### config.mk
export PLATFORM = sky130hd
export DESIGN_NAME = seq_bin_divider
export DESIGN_NICKNAME = d
export VERILOG_FILES = /design/src/rtl/seq_div_pkg.sv /design/src/rtl/seq_div_step.sv /design/src/rtl/seq_bin_divider.sv
export SDC_FILE = /design/constraint.sdc
export NUM_CORES = 1
export LEC_CHECK = 0
export ABC_CLOCK_PERIOD_IN_PS = 3100
export CAP_MARGIN = 10
export CELL_PAD_IN_SITES_DETAIL_PLACEMENT = 1
export CELL_PAD_IN_SITES_GLOBAL_PLACEMENT = 1
export CORE_ASPECT_RATIO = 1.5
export CORE_MARGIN = 2
export CORE_UTILIZATION = 40
export DETAILED_ROUTE_END_ITERATION = 7
export GPL_TIMING_DRIVEN = 0
export PLACE_DENSITY = 0.77
export SLEW_MARGIN = 10
export SYNTH_ARGS = -nofsm -noshare
export SYNTH_HDL_FRONTEND = slang
export SYNTH_SLANG_ARGS = --single-unit
### constraint.sdc
create_clock -name clk -period 3.1 [get_ports clk]
set_input_delay 0.31 -clock clk [delete_from_list [all_inputs] [get_ports clk]]
set_output_delay 0.31 -clock clk [all_outputs]
set_load 0.01 [all_outputs]
### src/rtl/seq_div_pkg.sv
// Shared state encoding and default widths for the sequential restoring divider.
package seq_div_pkg;

  typedef enum logic [1:0] {
    IDLE = 2'd0,
    CALC = 2'd1,
    DONE = 2'd2
  } state_e;

  localparam int DEF_DVD_W = 8;
  localparam int DEF_DVS_W = 4;

endpackage

### src/rtl/seq_div_step.sv
// One combinational restoring-division step: shift in a dividend bit, trial-subtract the divisor.
module seq_div_step #(
  parameter int DVS_W = 4
) (
  input  logic [DVS_W-1:0] rem_i,
  input  logic             dvd_bit_i,
  input  logic [DVS_W-1:0] divisor_i,
  output logic [DVS_W-1:0] rem_o,
  output logic             q_bit_o
);

  logic [DVS_W:0] shifted;

  // The difference is always below the divisor, so the low DVS_W bits of the modular subtract are exact.
  always_comb begin
    shifted = {rem_i, dvd_bit_i};
    q_bit_o = (shifted >= {1'b0, divisor_i});
    rem_o   = q_bit_o ? (shifted[DVS_W-1:0] - divisor_i) : shifted[DVS_W-1:0];
  end

endmodule

### src/rtl/seq_bin_divider.sv
// Sequential restoring divider, one quotient bit per clock, start/busy/done handshake.
// Optional SEQ_DIV_EARLY_EXIT_EN: dividend < divisor finishes in the start cycle.
module seq_bin_divider
  import seq_div_pkg::*;
#(
  parameter  int DVD_W = DEF_DVD_W,
  parameter  int DVS_W = DEF_DVS_W,
  localparam int CNT_W = $clog2(DVD_W + 1)
) (
  input  logic             clk,
  input  logic             rst_n,
  input  logic             start,
  input  logic [DVD_W-1:0] dividend,
  input  logic [DVS_W-1:0] divisor,
  output logic             busy,
  output logic             done,
  output logic             div_by_zero,
  output logic [DVD_W-1:0] quotient,
  output logic [DVS_W-1:0] remainder,
  output logic [CNT_W-1:0] counter
);

  state_e           state_q;
  logic [DVD_W-1:0] dvd_q;
  logic [DVS_W-1:0] dvs_q;
  logic [DVS_W-1:0] rem_q, rem_d;
  logic [DVD_W-1:0] quo_q, quo_d;
  logic             q_bit;
  logic             busy_q, done_q, dbz_q;
  logic [DVD_W-1:0] quotient_q;
  logic [DVS_W-1:0] remainder_q;
  logic [CNT_W-1:0] counter_q;

  seq_div_step #(.DVS_W(DVS_W)) u_step (
    .rem_i     (rem_q),
    .dvd_bit_i (dvd_q[DVD_W-1]),
    .divisor_i (dvs_q),
    .rem_o     (rem_d),
    .q_bit_o   (q_bit)
  );

  assign quo_d = (quo_q << 1) | DVD_W'(q_bit);

  always_ff @(posedge clk or negedge rst_n) begin
    if (!rst_n) begin
      state_q     <= IDLE;
      dvd_q       <= '0;
      dvs_q       <= '0;
      rem_q       <= '0;
      quo_q       <= '0;
      busy_q      <= 1'b0;
      done_q      <= 1'b0;
      dbz_q       <= 1'b0;
      quotient_q  <= '0;
      remainder_q <= '0;
      counter_q   <= '0;
    end else begin
      case (state_q)
        IDLE, DONE: begin
          if (start) begin
            dvd_q <= dividend;
            dvs_q <= divisor;
            rem_q <= '0;
            quo_q <= '0;
            if (divisor == '0) begin
              state_q     <= DONE;
              busy_q      <= 1'b0;
              done_q      <= 1'b1;
              dbz_q       <= 1'b1;
              quotient_q  <= '1;
              remainder_q <= '0;
              counter_q   <= '0;
`ifdef SEQ_DIV_EARLY_EXIT_EN
            end else if (dividend < DVD_W'(divisor)) begin
              state_q     <= DONE;
              busy_q      <= 1'b0;
              done_q      <= 1'b1;
              dbz_q       <= 1'b0;
              quotient_q  <= '0;
              remainder_q <= dividend[DVS_W-1:0];
              counter_q   <= '0;
`endif
            end else begin
              state_q   <= CALC;
              busy_q    <= 1'b1;
              done_q    <= 1'b0;
              dbz_q     <= 1'b0;
              counter_q <= CNT_W'(DVD_W);
            end
          end
        end
        CALC: begin
          // Results become visible only on the final step; shift registers stay internal.
          rem_q     <= rem_d;
          quo_q     <= quo_d;
          dvd_q     <= dvd_q << 1;
          counter_q <= counter_q - CNT_W'(1);
          if (counter_q == CNT_W'(1)) begin
            state_q     <= DONE;
            busy_q      <= 1'b0;
            done_q      <= 1'b1;
            quotient_q  <= quo_d;
            remainder_q <= rem_d;
          end
        end
        default: state_q <= IDLE;
      endcase
    end
  end

  assign busy        = busy_q;
  assign done        = done_q;
  assign div_by_zero = dbz_q;
  assign quotient    = quotient_q;
  assign remainder   = remainder_q;
  assign counter     = counter_q;

endmodule
==> qor.json <==
{
  "post_synth_inst_count": 209,
  "first_global_vias": 1723,
  "area_fraction_in_compound_gates_after_synthesis": 0.169,
  "cts.sink_count": 44,
  "post_synth_and_or_nand_nor_area_fraction": 0.164,
  "timing.max_cap.violations": 0,
  "port-buffer-count": 33,
  "clkSlewWorstSetupHoldPaths_ns": 0.08,
  "synth_flops": 44,
  "inv_count": 10,
  "pwr_density_cell_mw_per_mm2": 1110,
  "synth_sequential_area_ratio": 0.541,
  "worst_ep_required_time_ns": 3.32,
  "cts.repair_timing.setup_buffer_count": 0,
  "tns_ns": 0,
  "logic_family": "AND-OR/OR-AND gates",
  "grt_antenna_before_repair": 0,
  "layout.sequential_cells": 44,
  "clockBufferCount": 5,
  "ys_sh_adder": 0.0467,
  "powerComb_mw": 1.49,
  "gp_congestion": 0.762,
  "yosys.area.top_type": "dfrtp_1",
  "setup.reg_to_reg.worst_slack_ns": 1.03,
  "first_pass_grt_wire_length_um": 8310,
  "synth_top_flop_cell": "dfrtp_1",
  "synth_warnings": 0,
  "status": "complete, no violations",
  "regArea_mm2": 0.00110,
  "root_buffer": "clkbuf_8",
  "worstSetupPathType": "flip-flop to flip-flop",
  "fraction_of_final_layout_cells_with_drive_strength_greater_than_1": 0.0956,
  "placement.cell_area_mm2": 0.00247,
  "critPathMaxStageDelay_ns": 0.42,
  "largest_cell_class": "registers",
  "pg_clk_mw": 0.362,
  "dr_wl_met2_um": 2580
}
[layout by cell type (no fill, tap or decap), drive strengths merged, types with 3 or more instances in the layout]
master         count
inv               10
a21oi             15
o21ai             14
ha                 6
clkdlybuf4s50     32
clkbuf            15
nand2             41
nor2b              4
buf                4
dfrtp             44
mux2               3
nor2              24
a31oi             10
[metrics by stage]
| step | cells | hold WS (ns) |
|---|---|---|
| after floorplan | 209 | 0.0144 |
| after detailed placement | 309 | 0.357 |
| after global placement | 308 | 0.470 |
| after CTS | 317 | 0.0280 |
| after global routing | 317 | 0.0507 |
| final | 317 | 0.0166 |
[sequential cells by signal (all words and copies together), names as in the netlist]
signal / count
remainder: 4
state_q: 2
counter: 4
done: 1
quo_q: 7
rem_q: 4
dvd_q: 8
dvs_q: 4
div_by_zero: 1
busy: 1
quotient: 8
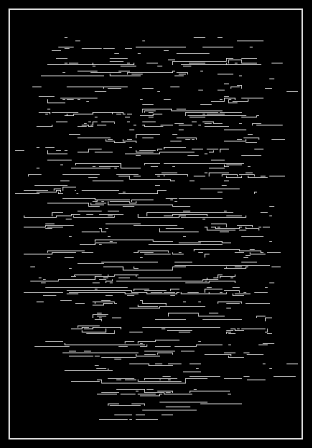
(signal wires on met1)
main direction	horizontal
longest straight run	20.2 µm
share of all routed wire	42%
nets with wire on the layer	240

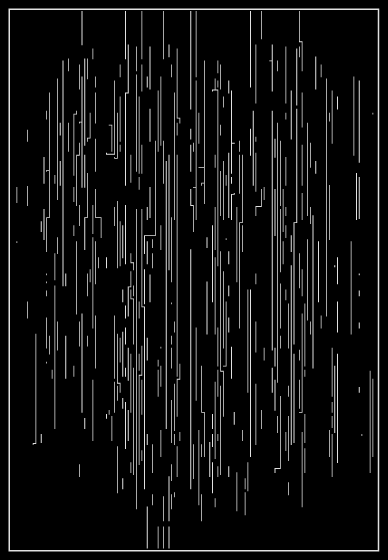
(met2 routing)
main direction	vertical
share of all routed wire	54%
longest straight run	50.7 µm
wire length on this layer	2580 µm

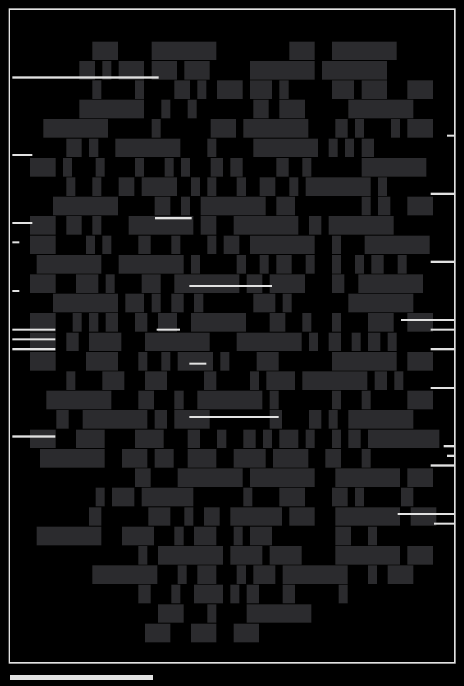
(the metal 3 layer)
The bar under the picture is 20 µm long. Cells faint in the background.
main direction	horizontal
share of all routed wire	2.5%
wire length on this layer	121 µm
nets with wire on the layer	22

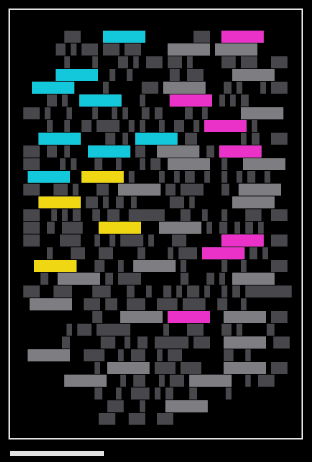
(sequential cells colored by netlist name)
The bar under the picture is 20 µm long. Other sequential cells in the stronger gray, the rest of the logic in the fainter gray.
name in the netlist	color	placed flops
dvd_q	cyan	8
counter	yellow	4
quo_q	magenta	7
not colored	25

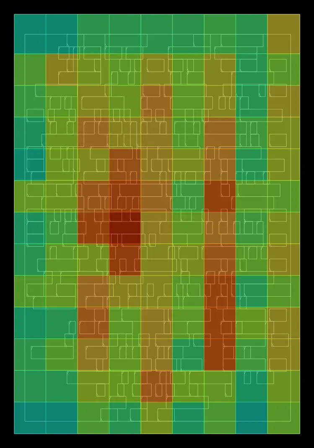
(routing congestion map)
Tot GR Track Use: 0.185
Global Route met2 Usage: 0.351

